<file path="config.mk">
export PLATFORM = sky130hd
export DESIGN_NAME = fp_align_pipe
export DESIGN_NICKNAME = d
export VERILOG_FILES = /design/src/rtl/fpu_pkg.sv /design/src/rtl/fp_align_shifter.sv /design/src/rtl/fp_align_pipe.sv
export SDC_FILE = /design/constraint.sdc
export NUM_CORES = 1
export LEC_CHECK = 0
export CAP_MARGIN = 10
export CORE_ASPECT_RATIO = 2
export CORE_MARGIN = 3
export CORE_UTILIZATION = 52
export CTS_CLUSTER_DIAMETER = 60
export DETAILED_ROUTE_END_ITERATION = 10
export GPL_ROUTABILITY_DRIVEN = 0
export PLACE_DENSITY = 0.78
export SLEW_MARGIN = 5
export SYNTH_ARGS = -nofsm -noshare
export SYNTH_HDL_FRONTEND = slang
export SYNTH_SLANG_ARGS = --single-unit
</file>
<file path="constraint.sdc">
create_clock -name clk -period 2.3 [get_ports clk]
set_input_delay 0.23 -clock clk [delete_from_list [all_inputs] [get_ports clk]]
set_output_delay 0.23 -clock clk [all_outputs]
set_load 0.01 [all_outputs]
</file>
<file path="src/rtl/fpu_pkg.sv">
// Shared binary32 constants, the unpacked-operand type and the pipeline stage
// payloads used by the alignment front end.
package fpu_pkg;

  localparam int EXP_W     = 8;
  localparam int FRAC_W    = 23;
  localparam int MANT_W    = 24;
  localparam int EXT_W     = 27;
  localparam int MAX_SHIFT = 26;
  localparam int SHIFT_W   = 5;

  localparam logic [EXP_W-1:0] EXP_SPECIAL = 8'hFF;

  typedef struct packed {
    logic              sign;
    logic [EXP_W-1:0]  exp;
    logic [MANT_W-1:0] mant;
  } fp_operand_t;

  typedef struct packed {
    logic [MANT_W-1:0]  big_mant;
    logic [MANT_W-1:0]  small_mant;
    logic [EXP_W-1:0]   exp;
    logic [SHIFT_W-1:0] shift;
    logic               sign_big;
    logic               eff_sub;
    logic               swapped;
    logic               special;
  } align_s1_t;

  typedef struct packed {
    logic [MANT_W-1:0] big_mant;
    logic [EXT_W-1:0]  small_mant;
    logic [EXP_W-1:0]  exp;
    logic              sign_big;
    logic              eff_sub;
    logic              swapped;
    logic              special;
  } align_s2_t;

  // Denormals read as exponent 1 with a clear hidden bit.
  function automatic fp_operand_t fp_unpack(input logic [31:0] raw, input logic flip_sign);
    fp_operand_t u;
    u.sign = raw[31] ^ flip_sign;
    if (raw[EXP_W+FRAC_W-1:FRAC_W] == '0) begin
      u.exp  = 8'd1;
      u.mant = {1'b0, raw[FRAC_W-1:0]};
    end else begin
      u.exp  = raw[EXP_W+FRAC_W-1:FRAC_W];
      u.mant = {1'b1, raw[FRAC_W-1:0]};
    end
    return u;
  endfunction

endpackage

</file>
<file path="src/rtl/fp_align_shifter.sv">
// Combinational 27-bit right shifter for the smaller mantissa.
// FPU_ALIGN_STICKY_EN folds every discarded bit into bit 0 (sticky).
module fp_align_shifter
  import fpu_pkg::*;
(
  input  logic [MANT_W-1:0]  mant_in,
  input  logic [SHIFT_W-1:0] shift,
  output logic [EXT_W-1:0]   mant_out
);

  logic [EXT_W-1:0] ext;
  logic [EXT_W-1:0] shifted;
`ifdef FPU_ALIGN_STICKY_EN
  logic [EXT_W-1:0] lost_mask;
  logic             sticky;
`endif

  always_comb begin
    ext     = {mant_in, 3'b000};
    shifted = ext >> shift;
`ifdef FPU_ALIGN_STICKY_EN
    lost_mask = ({{(EXT_W-1){1'b0}}, 1'b1} << shift) - {{(EXT_W-1){1'b0}}, 1'b1};
    sticky    = |(ext & lost_mask);
    // At full saturation only "something was there" survives.
    if (shift >= SHIFT_W'(MAX_SHIFT)) begin
      mant_out = {{(EXT_W-1){1'b0}}, |mant_in};
    end else begin
      mant_out = {shifted[EXT_W-1:1], shifted[0] | sticky};
    end
`else
    if (shift >= SHIFT_W'(MAX_SHIFT)) begin
      mant_out = '0;
    end else begin
      mant_out = shifted;
    end
`endif
  end

endmodule

</file>
<file path="src/rtl/fp_align_pipe.sv">
// Two-stage binary32 operand alignment: stage 1 compares/swaps, stage 2 shifts
// the smaller mantissa. Sticky generation is enabled by FPU_ALIGN_STICKY_EN.
module fp_align_pipe
  import fpu_pkg::*;
(
  input  logic        clk,
  input  logic        rst_n,
  input  logic        in_valid,
  output logic        in_ready,
  input  logic [31:0] op_a,
  input  logic [31:0] op_b,
  input  logic        sub_op,
  output logic        out_valid,
  input  logic        out_ready,
  output logic [23:0] big_mant,
  output logic [26:0] small_mant,
  output logic [7:0]  exp_out,
  output logic        sign_big,
  output logic        eff_sub,
  output logic        swapped,
  output logic        special
);

  fp_operand_t      opa;
  fp_operand_t      opb;
  logic             b_gt;
  logic [EXP_W-1:0] exp_diff;
  align_s1_t        s1_new;
  align_s1_t        s1_d, s1_q;
  align_s2_t        s2_d, s2_q;
  logic             s1_valid_d, s1_valid_q;
  logic             s2_valid_d, s2_valid_q;
  logic             s2_adv, s1_adv, in_xfer;
  logic [EXT_W-1:0] aligned;

  always_comb begin
    opa    = fp_unpack(op_a, 1'b0);
    opb    = fp_unpack(op_b, sub_op);
    b_gt   = {opb.exp, opb.mant} > {opa.exp, opa.mant};
    s1_new = '0;
    if (b_gt) begin
      s1_new.big_mant   = opb.mant;
      s1_new.small_mant = opa.mant;
      s1_new.exp        = opb.exp;
      s1_new.sign_big   = opb.sign;
      exp_diff          = opb.exp - opa.exp;
    end else begin
      s1_new.big_mant   = opa.mant;
      s1_new.small_mant = opb.mant;
      s1_new.exp        = opa.exp;
      s1_new.sign_big   = opa.sign;
      exp_diff          = opa.exp - opb.exp;
    end
    s1_new.shift   = (exp_diff > EXP_W'(MAX_SHIFT)) ? SHIFT_W'(MAX_SHIFT)
                                                    : exp_diff[SHIFT_W-1:0];
    s1_new.eff_sub = opa.sign ^ opb.sign;
    s1_new.swapped = b_gt;
    s1_new.special = (opa.exp == EXP_SPECIAL) || (opb.exp == EXP_SPECIAL);
  end

  fp_align_shifter u_shifter (
    .mant_in  (s1_q.small_mant),
    .shift    (s1_q.shift),
    .mant_out (aligned)
  );

  // Valid/ready: a beat moves on any edge where valid && ready. Stage 2 may
  // advance when empty or drained by out_ready; stage 1 moves into it only
  // then, and in_ready is combinational so a full, stalled pipe refuses input
  // in the same cycle. Registers load only when their stage advances.
  always_comb begin
    s2_adv  = !s2_valid_q || out_ready;
    s1_adv  = s1_valid_q && s2_adv;
    in_xfer = in_valid && in_ready;

    s1_valid_d = s1_valid_q;
    s1_d       = s1_q;
    s2_valid_d = s2_valid_q;
    s2_d       = s2_q;

    if (in_xfer) begin
      s1_valid_d = 1'b1;
      s1_d       = s1_new;
    end else if (s1_adv) begin
      s1_valid_d = 1'b0;
    end

    if (s2_adv) begin
      s2_valid_d = s1_valid_q;
    end
    if (s1_adv) begin
      s2_d.big_mant   = s1_q.big_mant;
      s2_d.small_mant = aligned;
      s2_d.exp        = s1_q.exp;
      s2_d.sign_big   = s1_q.sign_big;
      s2_d.eff_sub    = s1_q.eff_sub;
      s2_d.swapped    = s1_q.swapped;
      s2_d.special    = s1_q.special;
    end
  end

  always_ff @(posedge clk or negedge rst_n) begin
    if (!rst_n) begin
      s1_valid_q <= 1'b0;
      s2_valid_q <= 1'b0;
      s1_q       <= '0;
      s2_q       <= '0;
    end else begin
      s1_valid_q <= s1_valid_d;
      s2_valid_q <= s2_valid_d;
      s1_q       <= s1_d;
      s2_q       <= s2_d;
    end
  end

  assign in_ready   = !s1_valid_q || s2_adv;
  assign out_valid  = s2_valid_q;
  assign big_mant   = s2_q.big_mant;
  assign small_mant = s2_q.small_mant;
  assign exp_out    = s2_q.exp;
  assign sign_big   = s2_q.sign_big;
  assign eff_sub    = s2_q.eff_sub;
  assign swapped    = s2_q.swapped;
  assign special    = s2_q.special;

endmodule

</file>
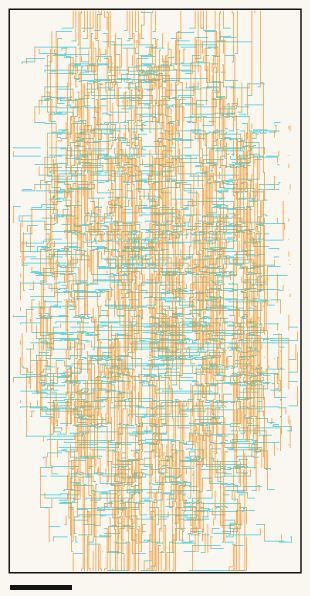
(images/layers.png)
Scale bar: 20 um. Only two layers are drawn.
- M2: orange (wire length 13500 um)
- M1: cyan (wire length 8360 um)
routed wire length: 24.7 mm
routed len/inst: 18.6 um
Via Count: 7729
global-route total usage across every layer: 28.8%

==> notes.org <==
#+TITLE: Flow metrics

** Final timing
- RSZ-0062 raised after global routing :: yes
- The final timing summary puts the cycle share of the worst path at 129%.
- Top achievable clock speed :: 338 MHz
- Final setup viols :: ~63
- Worst-margin pin slew :: 0.991 ns
- Total count of hold-check failures in the final report :: 0
- Final Worst Setup Slack :: -0.656 ns

** Floorplan
- At the floorplan stage, the core utilization is reported as 53.6%.
- Die outline height :: 182 um
- The core region is between 0.015 and 0.02 sq mm.

** CTS
- The report lists the number of cells resized after CTS as 52.
- In this run the clock root is driven by a sky130_fd_sc_hd__clkbuf_16.

** Yosys
- Mean area per synthesized cell :: 9.17 sq um
- Top cells by instance count after synthesis :: sky130_fd_sc_hd__dfrtp_1, sky130_fd_sc_hd__nand2_1, sky130_fd_sc_hd__o21ai_0
- The number of nets in the synthesized netlist is 991.
- Yosys reports that the leading cell type by area covers 40.3% of the netlist area.
- Post-synthesis chip area from yosys :: 0.00807 sq mm
- Once synthesis finished, the tally of register bits stood at roughly 130.
- Cell type with the highest aggregate area in the netlist :: sky130_fd_sc_hd__dfrtp_1
- Yosys mapped the design onto about 62 distinct sky130hd cell types.
- Most area-consuming cells after synthesis :: sky130_fd_sc_hd__dfrtp_1, sky130_fd_sc_hd__mux2_2, sky130_fd_sc_hd__mux2i_1, sky130_fd_sc_hd__ha_1, sky130_fd_sc_hd__nand2_1
- Summing every instance area after synthesis gives 0.00807 sq mm.
- The synthesized netlist handed to floorplanning was reported with a cell count of 880.
- In the Yosys report, the sequential cells make up 40.3% of the chip area.

** Setup path
- For the worst setup path, the data required time is between 2 and 3 ns.
- STA classifies the critical path endpoint as a flip-flop.
- The critical path is of the in2reg type.

** Outcome
- The final reports fail on negative setup slack.
- The flow ran to the end, but the final reports show violations.

** Layout
- Fraction of final layout cells with drive strength greater than 1 :: approximately 27%
- Post-Route Utilization :: 77.0%
- Flip-flop and latch area :: about 0.0033 sq mm
- Post-layout instance count excluding filler cells :: around 1300
- Ant. Diodes :: 0

** Worst hold path
- Hold Path Origin :: op_a[25]
- Along the worst hold path, the cell count comes to 4.

** Pwr
- Leak :: 5.44 nW
- Power spread over the standard cell area amounts to 752 mW/mm^2.
- Total power after layout :: between 0.008 and 0.009 W
- IR analysis of the VDD net gives a maximum drop of 616 uV.

** Run
- Across all stage logs, warnings added up to 37.

** Detailed routing
- Post-detailed-route DRC marker count :: 0

** Global routing
- Global routing used between 20% and 30% of the available met1 tracks.
- Recorded from the global router log, the overflow total was 0.
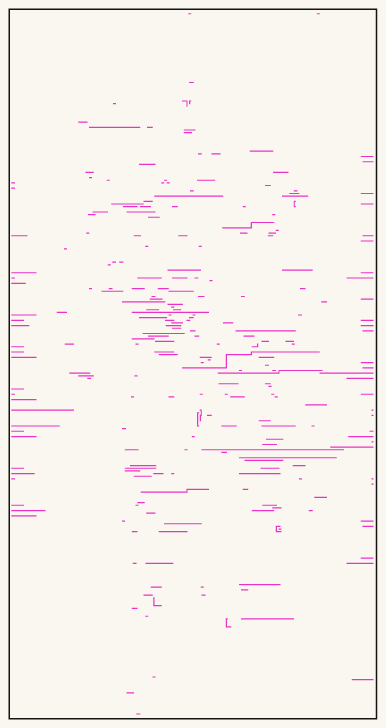
(images/m3.png)
- main direction: horizontal
- longest straight run: 36.3 um
- wire length on this layer: 900 um
- nets with wire on the layer: 160
- share of all routed wire: 3.7%

-- sequential cells by signal, summed over array words and instances, names as in the netlist --
signal      flops
s1_q           65
small_mant     27
big_mant       24
exp_out         8
eff_sub         1
out_valid       1
s1_valid_q      1
sign_big        1
special         1
swapped         1
-- power by group --
part / internal [W] / leakage [nW] / switching (W)
Clock: 0.00170 / 0.279 / 0.00106
Sequential: 0.00269 / 1.63 / 0.000318
Combinational: 0.00154 / 3.53 / 0.00140
Total: 0.00593 / 5.44 / 0.00279
-- cells by family (layout without fill, tap and decap cells) --
family	after synthesis	count (layout)	share of synthesized area, %
AND/OR/NAND/NOR	250	250	14.2
AND-OR/OR-AND	225	226	16.6
flip-flops	130	130	40.3
buffers and inverters	117	365	6.06
multiplexers	110	110	15.5
adder cells (fa/ha/maj)	42	42	6.70
XOR/XNOR	6	6	0.651
-- final cells by class --
| class | count | share of cell area (%) |
|---|---|---|
| well taps | 195 | 2.10 |
| repair buffers | 284 | 23.4 |
| clock inverters | 13 | 1.39 |
| multi-input cells | 634 | 39.7 |
| inverters | 50 | 1.62 |
| clock buffers | 18 | 3.70 |
| flip-flops and latches | 130 | 28.1 |
-- cells in the final DEF (no fill, tap or decap), drive strengths merged, types with 5 or more instances in the layout --
| cell type | n |
|---|---|
| buf | 151 |
| dfrtp | 130 |
| clkdlybuf4s50 | 116 |
| nand2 | 110 |
| o21ai | 100 |
| a21oi | 70 |
| nor2 | 65 |
| mux2i | 54 |
| inv | 52 |
| mux2 | 49 |
| ha | 40 |
| clkbuf | 19 |
| nand4 | 14 |
| dlygate4sd2 | 12 |
| nand2b | 12 |
| a22o | 9 |
| nand3 | 9 |
| a211oi | 8 |
| nor2b | 8 |
| mux4 | 7 |
| and3 | 7 |
| and2 | 6 |
| xnor2 | 5 |
| nor3 | 5 |
-- final timing paths --
path / slack [ns] / endpoint
min: 0.22 / s1_q[11]$_DFFE_PN0P_
min reg2reg: 0.47 / small_mant[15]$_DFFE_PN0P_
min in group asynchronous: 0.36 / big_mant[17]$_DFFE_PN0P_
max: -0.66 / s1_q[4]$_DFFE_PN0P_
max reg2reg: 0.21 / small_mant[0]$_DFFE_PN0P_
max in group asynchronous: 1.17 / s1_q[5]$_DFFE_PN0P_
-- routing by layer --
layer / vias to the layer above / routed length, um
met5: - / 0
met1: 3719 / 8360
li1: 3559 / -
met2: 311 / 13500
met4: 0 / 1910
met3: 140 / 899
-- worst max-delay path, stage by stage --
cell                       delay, ns
sky130_fd_sc_hd__buf_6          0.09
sky130_fd_sc_hd__or4_4          0.54
sky130_fd_sc_hd__nor2_4         0.18
sky130_fd_sc_hd__buf_12         0.13
sky130_fd_sc_hd__ha_4           0.20
sky130_fd_sc_hd__a41oi_2        0.17
sky130_fd_sc_hd__o21ai_1        0.14
sky130_fd_sc_hd__a221oi_2       0.34
sky130_fd_sc_hd__nand3_2        0.17
sky130_fd_sc_hd__o21ai_4        0.22
sky130_fd_sc_hd__buf_4          0.18
sky130_fd_sc_hd__buf_4          0.17
sky130_fd_sc_hd__a21oi_1        0.08
sky130_fd_sc_hd__o41ai_2        0.27
sky130_fd_sc_hd__o22ai_1        0.12
Power and IR drop assume default switching activity.
